==> src/rtl/ram_read_streamer_if.sv <==
// Bundles the command, RAM read-port and output-stream signals of ram_read_streamer.
// slave is the streamer side. master is the side that drives commands, returns RAM data and consumes the stream.
interface ram_read_streamer_if #(
  parameter int DATA_R  = 8,
  parameter int DEPTH_R = 8
);
  logic               i_start;
  logic [DEPTH_R-1:0] i_base_addr;
  logic [DEPTH_R:0]   i_len;
  logic               o_busy;
  logic               o_done;
  logic [DEPTH_R-1:0] o_raddr;
  logic [DATA_R-1:0]  i_rdata;
  logic               o_valid;
  logic [DATA_R-1:0]  o_data;
  logic               o_last;
  logic               i_ready;

  modport slave (
    input  i_start, i_base_addr, i_len, i_rdata, i_ready,
    output o_busy, o_done, o_raddr, o_valid, o_data, o_last
  );

  modport master (
    output i_start, i_base_addr, i_len, i_rdata, i_ready,
    input  o_busy, o_done, o_raddr, o_valid, o_data, o_last
  );
endinterface

==> src/rtl/ram_read_streamer.sv <==
// Reads i_len words starting at i_base_addr from a fixed-latency RAM and returns them as a
// valid/ready stream. Reads are only issued when a FIFO slot is already reserved for the
// returning word, so backpressure never drops data.
//
// state   | meaning
// --------+-----------------------------------------------------------
// S_IDLE  | waiting for i_start
// S_RUN   | issuing read addresses as credit allows
// S_DRAIN | all addresses issued, waiting for the last word to be taken
// S_DONE  | one-cycle completion, o_done high
module ram_read_streamer #(
  parameter int DATA_R     = 8,
  parameter int DEPTH_R    = 8,
  parameter int DELAY      = 0,
  parameter int FIFO_DEPTH = 4
) (
  input logic                 clk,
  input logic                 rst,
  ram_read_streamer_if.slave  bus
);

  localparam int PW   = (FIFO_DEPTH > 1) ? $clog2(FIFO_DEPTH) : 1;
  localparam int CNTW = $clog2(FIFO_DEPTH + 1);
  localparam int IFW  = $clog2(DELAY + 2);
  localparam int SUMW = $clog2(FIFO_DEPTH + DELAY + 2);

  typedef enum logic [1:0] {S_IDLE, S_RUN, S_DRAIN, S_DONE} state_t;

  state_t state_q, state_d;

  logic [DEPTH_R-1:0]   addr_q;
  logic [DEPTH_R:0]     remain_q;
  logic [DELAY:0]       pipe_v_q;
  logic [DELAY:0]       pipe_last_q;
  logic [IFW-1:0]       inflight_q;
  logic [DATA_R-1:0]    fifo_data_q [FIFO_DEPTH];
  logic [FIFO_DEPTH-1:0] fifo_last_q;
  logic [PW-1:0]        wr_ptr_q, rd_ptr_q;
  logic [CNTW-1:0]      count_q;

  logic            accept, issue, last_issue, push, pop, credit_ok, fifo_valid;
  logic [SUMW-1:0] occupancy;

  // Credits: every issued read owns a FIFO slot until it is popped; a pop frees it next cycle.
  assign occupancy  = SUMW'(inflight_q) + SUMW'(count_q);
  assign credit_ok  = occupancy < SUMW'(FIFO_DEPTH);
  assign fifo_valid = (count_q != '0);
  assign push       = pipe_v_q[DELAY];
  assign pop        = fifo_valid && bus.i_ready;
  assign last_issue = issue && (remain_q == (DEPTH_R+1)'(1));

  function automatic logic [PW-1:0] ptr_next(input logic [PW-1:0] p);
    return (p == PW'(FIFO_DEPTH - 1)) ? '0 : p + PW'(1);
  endfunction

  // State register.
  always_ff @(posedge clk) begin
    if (rst) state_q <= S_IDLE;
    else     state_q <= state_d;
  end

  // Next-state, issue decision and status outputs.
  always_comb begin
    state_d     = state_q;
    accept      = 1'b0;
    issue       = 1'b0;
    bus.o_busy  = (state_q != S_IDLE);
    bus.o_done  = (state_q == S_DONE);
    case (state_q)
      S_IDLE: begin
        if (bus.i_start) begin
          accept  = 1'b1;
          state_d = (bus.i_len == '0) ? S_DONE : S_RUN;
        end
      end
      S_RUN: begin
        if (credit_ok) begin
          issue = 1'b1;
          if (remain_q == (DEPTH_R+1)'(1)) state_d = S_DRAIN;
        end
      end
      S_DRAIN: begin
        if (pop && fifo_last_q[rd_ptr_q]) state_d = S_DONE;
      end
      S_DONE:  state_d = S_IDLE;
      default: state_d = S_IDLE;
    endcase
  end

  // Read address and words-left down-counter; the address wraps naturally at 2^DEPTH_R.
  always_ff @(posedge clk) begin
    if (rst) begin
      addr_q   <= '0;
      remain_q <= '0;
    end else if (accept) begin
      addr_q   <= bus.i_base_addr;
      remain_q <= bus.i_len;
    end else if (issue) begin
      addr_q   <= addr_q + DEPTH_R'(1);
      remain_q <= remain_q - (DEPTH_R+1)'(1);
    end
  end

  // Issue tokens travel alongside the RAM latency so each returning word is pushed exactly once.
  always_ff @(posedge clk) begin
    if (rst) begin
      pipe_v_q    <= '0;
      pipe_last_q <= '0;
      inflight_q  <= '0;
    end else begin
      pipe_v_q[0]    <= issue;
      pipe_last_q[0] <= last_issue;
      for (int k = 1; k <= DELAY; k++) begin
        pipe_v_q[k]    <= pipe_v_q[k-1];
        pipe_last_q[k] <= pipe_last_q[k-1];
      end
      inflight_q <= inflight_q + IFW'(issue) - IFW'(push);
    end
  end

  // Skid FIFO; push and pop may coincide at any occupancy since credit prevents overflow.
  always_ff @(posedge clk) begin
    if (rst) begin
      wr_ptr_q    <= '0;
      rd_ptr_q    <= '0;
      count_q     <= '0;
      fifo_last_q <= '0;
      for (int i = 0; i < FIFO_DEPTH; i++) fifo_data_q[i] <= '0;
    end else begin
      if (push) begin
        fifo_data_q[wr_ptr_q] <= bus.i_rdata;
        fifo_last_q[wr_ptr_q] <= pipe_last_q[DELAY];
        wr_ptr_q              <= ptr_next(wr_ptr_q);
      end
      if (pop) rd_ptr_q <= ptr_next(rd_ptr_q);
      count_q <= count_q + CNTW'(push) - CNTW'(pop);
    end
  end

  assign bus.o_raddr = addr_q;
  assign bus.o_valid = fifo_valid;
  assign bus.o_data  = fifo_data_q[rd_ptr_q];
  assign bus.o_last  = fifo_valid && fifo_last_q[rd_ptr_q];

endmodule
==> src/flat_wrapper.sv <==
// flat-port wrapper written by rule: the top's interface ports become plain ports
module ram_read_streamer_flat 
#(
  parameter int DATA_R     = 8,
  parameter int DEPTH_R    = 8,
  parameter int DELAY      = 0,
  parameter int FIFO_DEPTH = 4
)
  (clk, rst, bus_i_start, bus_i_base_addr, bus_i_len, bus_i_rdata, bus_i_ready, bus_o_busy, bus_o_done, bus_o_raddr, bus_o_valid, bus_o_data, bus_o_last);
  ram_read_streamer_if #(.DATA_R(DATA_R), .DEPTH_R(DEPTH_R)) bus_i ();
  input logic clk;
  input logic rst;
  input wire logic [$bits(bus_i.i_start)-1:0] bus_i_start;
  input wire logic [$bits(bus_i.i_base_addr)-1:0] bus_i_base_addr;
  input wire logic [$bits(bus_i.i_len)-1:0] bus_i_len;
  input wire logic [$bits(bus_i.i_rdata)-1:0] bus_i_rdata;
  input wire logic [$bits(bus_i.i_ready)-1:0] bus_i_ready;
  output wire logic [$bits(bus_i.o_busy)-1:0] bus_o_busy;
  output wire logic [$bits(bus_i.o_done)-1:0] bus_o_done;
  output wire logic [$bits(bus_i.o_raddr)-1:0] bus_o_raddr;
  output wire logic [$bits(bus_i.o_valid)-1:0] bus_o_valid;
  output wire logic [$bits(bus_i.o_data)-1:0] bus_o_data;
  output wire logic [$bits(bus_i.o_last)-1:0] bus_o_last;
  assign bus_i.i_start = bus_i_start;
  assign bus_i.i_base_addr = bus_i_base_addr;
  assign bus_i.i_len = bus_i_len;
  assign bus_i.i_rdata = bus_i_rdata;
  assign bus_i.i_ready = bus_i_ready;
  assign bus_o_busy = bus_i.o_busy;
  assign bus_o_done = bus_i.o_done;
  assign bus_o_raddr = bus_i.o_raddr;
  assign bus_o_valid = bus_i.o_valid;
  assign bus_o_data = bus_i.o_data;
  assign bus_o_last = bus_i.o_last;
  ram_read_streamer #(.DATA_R(DATA_R), .DEPTH_R(DEPTH_R), .DELAY(DELAY), .FIFO_DEPTH(FIFO_DEPTH)) u_core (.clk(clk), .rst(rst), .bus(bus_i));
endmodule
==> config.mk <==
export PLATFORM = sky130hd
export DESIGN_NAME = ram_read_streamer_flat
export DESIGN_NICKNAME = d
export VERILOG_FILES = /design/src/rtl/ram_read_streamer_if.sv /design/src/rtl/ram_read_streamer.sv /design/src/flat_wrapper.sv
export SDC_FILE = /design/constraint.sdc
export NUM_CORES = 1
export LEC_CHECK = 0
export CAP_MARGIN = 15
export CORE_MARGIN = 2
export CORE_UTILIZATION = 34
export DETAILED_ROUTE_END_ITERATION = 12
export GPL_ROUTABILITY_DRIVEN = 0
export GPL_TIMING_DRIVEN = 0
export PLACE_DENSITY = 0.52
export SYNTH_ARGS = -nofsm -noshare
export SYNTH_HDL_FRONTEND = slang
export SYNTH_SLANG_ARGS = --single-unit
==> constraint.sdc <==
create_clock -name clk -period 2.71 [get_ports clk]
set_clock_uncertainty 0.2 [all_clocks]
set_input_delay 0.271 -clock clk [delete_from_list [all_inputs] [get_ports clk]]
set_output_delay 0.271 -clock clk [all_outputs]
set_load 0.03 [all_outputs]
Figure 1. Signal wires on met2 (run 1).
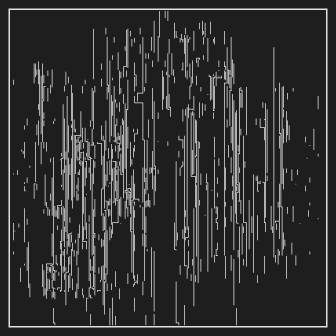
nets with wire on the layer: 369
share of all routed wire: 46%
main direction: vertical
longest straight run: 70.0 microns
wire length on this layer: 4,120 microns
via count: 2,833
total routed wirelength: 8945 microns

Figure 2. Cell density map (run 1).
Bar = 20 microns. 11 x 11 tiles, from black (low) to pale yellow (high), 0 to 100% covered.
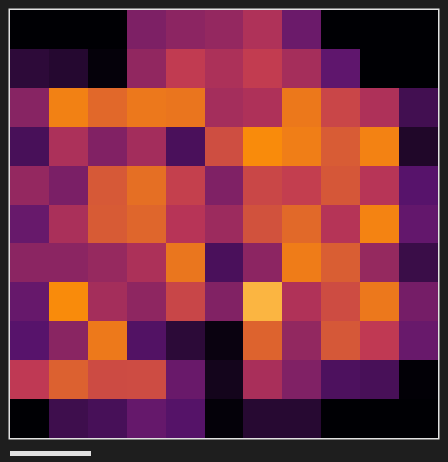
nearly empty tiles: 12%
mean over tiles: 38%
tiles over 75% full: 0.80%
fullest tile: 84%
Core Region: 10,140 sq um
Core Util at FP: 34.53%
fin util: 43.19%

Figure 3. Met1 routing (run 1).
Bar = 20 microns.
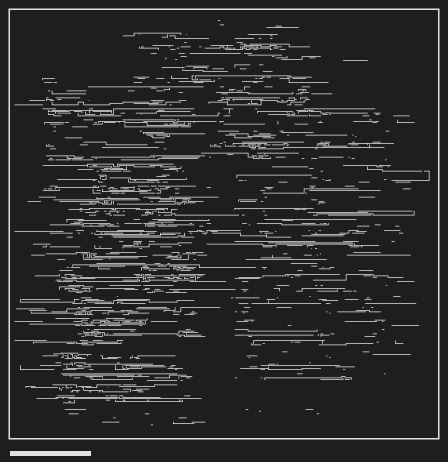
longest straight run: 28.5 microns
share of all routed wire: 46%
nets with wire on the layer: 400
met1 Track Usage GR: 22.02%

==> flow_summary.json, run 1 <==
{
  "comb_cells": 231,
  "nClkBuffers": 9,
  "required_ns": 2.24,
  "yosys_area_sq_um": 3501,
  "log.warning_count": 34,
  "final_cell_area_sq_um": 4379,
  "wl_met2_microns": 4118,
  "clockBufferDepth": 2,
  "place_hpwl_microns": 6250,
  "ff_type": "dfxtp_1",
  "status": "completed",
  "grt_pass1_wl_microns": 14180,
  "power_frac_clock_pct": 24.2,
  "synth_top_area_share_pct": 27.45,
  "worstSetupPathType": "flop to output pin",
  "inv_count": 16,
  "p_comb_uw": 1580,
  "cp-endpoint": "bus_o_data[0]",
  "intPower_uw": 2411,
  "largest_cell_class": "logic gates",
  "wl_met3_microns": 505,
  "regToRegEndpoint": "u_core.bus.o_raddr[0]",
  "lay_top_cells": "clkdlybuf4s50_1, dfxtp_1, edfxtp_1",
  "drt_pass1_iterations": 5,
  "insertion_delay_ns": 0.35,
  "pwr-share-seq_pct": 35.8,
  "clk_pin_slew_ns": 0.08,
  "holdPathStages": 2,
  "cap_violations": 0,
  "cts_resized": 1,
  "netSwitchingFraction_pct": 38.95,
  "cts_buffers": 9,
  "pwr-share-comb_pct": 40.0,
  "holdPathEnd": "u_core.fifo_last_q[3]"
}
Figure 4. Routing congestion (run 1).
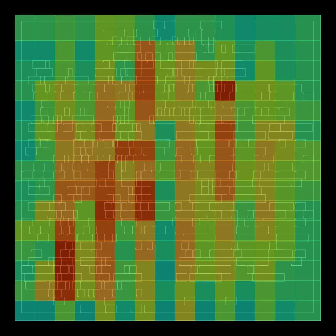

==> inputs of run 2 (changes only) <==
--- a/config.mk
+++ b/config.mk
@@ -8,10 +8,12 @@
 export CAP_MARGIN = 15
 export CORE_MARGIN = 2
 export CORE_UTILIZATION = 34
+export CTS_CLUSTER_DIAMETER = 30
 export DETAILED_ROUTE_END_ITERATION = 12
 export GPL_ROUTABILITY_DRIVEN = 0
 export GPL_TIMING_DRIVEN = 0
-export PLACE_DENSITY = 0.52
+export PLACE_DENSITY_LB_ADDON = 0.08
+export SKIP_CTS_REPAIR_TIMING = 1
 export SYNTH_ARGS = -nofsm -noshare
 export SYNTH_HDL_FRONTEND = slang
 export SYNTH_SLANG_ARGS = --single-unit
Figure 5. Routing congestion (run 2).
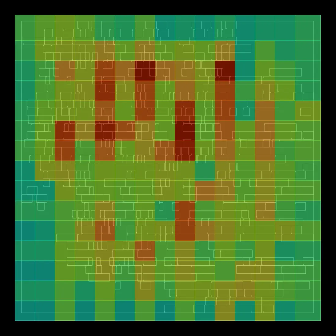
met3 Resource Use GR: 2.968%
met1 Track Usage GR: 25.05%
fin util: 42.76%

Figure 6. Met1 routing (run 2).
Bar = 20 microns.
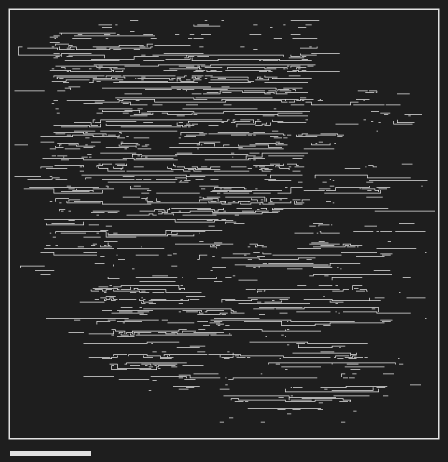
wire length on this layer: 4,500 microns
main direction: horizontal
nets with wire on the layer: 391
share of all routed wire: 48%
longest straight run: 42.8 microns

==> run 2 against run 1 <==
Area after synthesis unchanged. Synthesized cell count unchanged. Combinational power about the same. Utilization down 0.43 points. Worst hold slack worse by 0.0014 ns. Cell count down 0.19%. Largest power group unchanged.
==> flow_summary.json, run 2 <==
{
  "lay_top_cells": "clkdlybuf4s50_1, dfxtp_1, edfxtp_1",
  "required_ns": 2.24,
  "worstSetupPathType": "flop to output pin",
  "yosys.area_share.adder_pct": 5.575,
  "p_comb_uw": 1580,
  "yosys_area_sq_um": 3501,
  "routed.top_layer": "met4",
  "die_w_microns": 105.5,
  "clk_pin_slew_ns": 0.08,
  "rows": 37,
  "cts_buffers": 9,
  "globalRouteOverflowTotal": 0,
  "pwr-share-seq_pct": 37.5,
  "status": "completed",
  "wl_met2_microns": 4273,
  "final_max_slew_viol_count": 0,
  "synth_top_area_share_pct": 27.45,
  "intPower_uw": 2230,
  "power_frac_clock_pct": 20.9,
  "final-hold-violation-count": 0,
  "cp-endpoint": "bus_o_data[6]",
  "num_vias": 2873,
  "ff_type": "dfxtp_1",
  "worstHoldStart": "u_core.fifo_last_q[3]",
  "regToRegEndpoint": "u_core.remain_q[0]",
  "insertion_delay_ns": 0.34,
  "grt_pass1_wl_microns": 14970,
  "place_hpwl_microns": 6637,
  "fp_util_pct": 34.53,
  "fin_setup_tns_ns": 0,
  "clockBufferDepth": 2,
  "log.warning_count": 34,
  "final_cell_area_sq_um": 4335,
  "coreArea_sq_um": 10140,
  "powerSeq_uw": 1420,
  "cap_violations": 0,
  "largest_cell_class": "logic gates",
  "inv_count": 16,
  "pwr-share-comb_pct": 41.6,
  "drt_pass1_iterations": 4,
  "drive_gt1_share_pct": 11.25,
  "wl_met3_microns": 499,
  "comb_cells": 231
}
Figure 7. Routed metal per tile (run 2).
Bar = 20 microns. 21 x 21 tiles, from black (low) to pale yellow (high), scaled to the fullest tile. Values are wire area over tile area, all layers added.
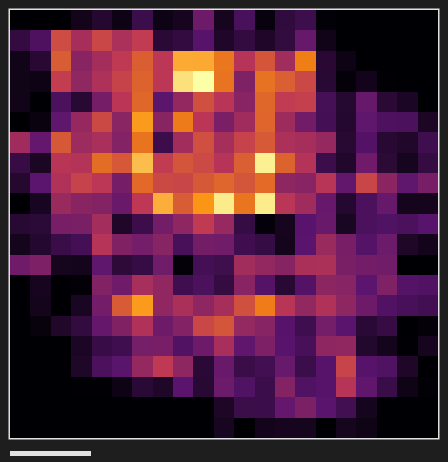

==> inputs of run 3 (changes only) <==
--- a/config.mk
+++ b/config.mk
@@ -12,7 +12,7 @@
 export DETAILED_ROUTE_END_ITERATION = 12
 export GPL_ROUTABILITY_DRIVEN = 0
 export GPL_TIMING_DRIVEN = 0
-export PLACE_DENSITY_LB_ADDON = 0.08
+export PLACE_DENSITY = 0.64
 export SKIP_CTS_REPAIR_TIMING = 1
 export SYNTH_ARGS = -nofsm -noshare
 export SYNTH_HDL_FRONTEND = slang
Figure 8. Routed metal per tile (run 3).
Bar = 20 microns. 21 x 21 tiles, from black (low) to pale yellow (high), scaled to the fullest tile. Values are wire area over tile area, all layers added.
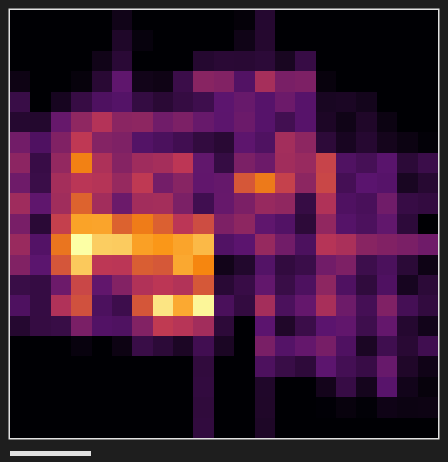
nearly empty tiles: 30%
mean over tiles: 0.13
fullest tile: 0.63
densest ninth of the die: west
tiles over half the peak: 8.6%
emptiest ninth of the die: north-east

Figure 9. Met1 routing (run 3).
Bar = 20 microns.
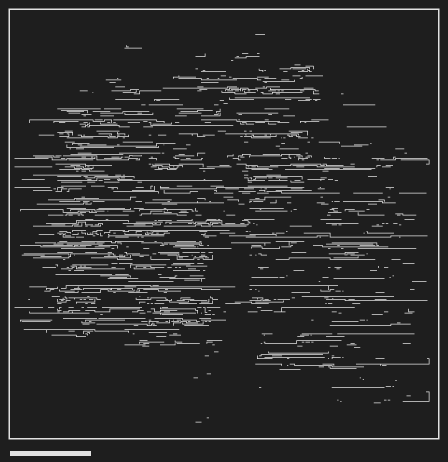
wire length on this layer: 3,730 microns
nets with wire on the layer: 385
longest straight run: 25.6 microns
main direction: horizontal
met1 Track Usage GR: 19.65%
via count: 2,903
total routed wirelength: 8774 microns

==> run 3 against run 2 <==
Setup slack better by 0.043 ns. Critical endpoint unchanged. Synthesized cell count unchanged. Critical path type unchanged. Largest cell class unchanged. Global-route usage is 0.95 points lower. Sequential share of layout area down 0.12 points.
==> flow_summary.json, run 3 <==
{
  "status": "completed",
  "cap_violations": 0,
  "cp-endpoint": "bus_o_data[6]",
  "fin_setup_tns_ns": 0,
  "intPower_uw": 2312,
  "clk_pin_slew_ns": 0.07,
  "power_frac_clock_pct": 21.6,
  "rows": 37,
  "worstSetupPathType": "flop to output pin",
  "final_cell_area_sq_um": 4349,
  "worstHoldStart": "u_core.fifo_last_q[2]",
  "comb_cells": 231,
  "final_max_slew_viol_count": 0,
  "drt_pass1_iterations": 5,
  "fp_util_pct": 34.53,
  "drive_gt1_share_pct": 10.97,
  "wl_met2_microns": 4286,
  "pwr-share-seq_pct": 37.3,
  "cts_buffers": 9,
  "die_w_microns": 105.5,
  "wl_met3_microns": 560,
  "log.warning_count": 34,
  "coreArea_sq_um": 10140,
  "post-route-util_pct": 42.90,
  "p_comb_uw": 1560,
  "required_ns": 2.24,
  "lay_top_cells": "clkdlybuf4s50_1, dfxtp_1, edfxtp_1",
  "globalRouteOverflowTotal": 0,
  "yosys_area_sq_um": 3501,
  "powerSeq_uw": 1420,
  "insertion_delay_ns": 0.35,
  "clockBufferDepth": 2,
  "final-hold-violation-count": 0,
  "yosys.area_share.adder_pct": 5.575,
  "grt_pass1_wl_microns": 14210
}
Power and IR drop assume default switching activity.
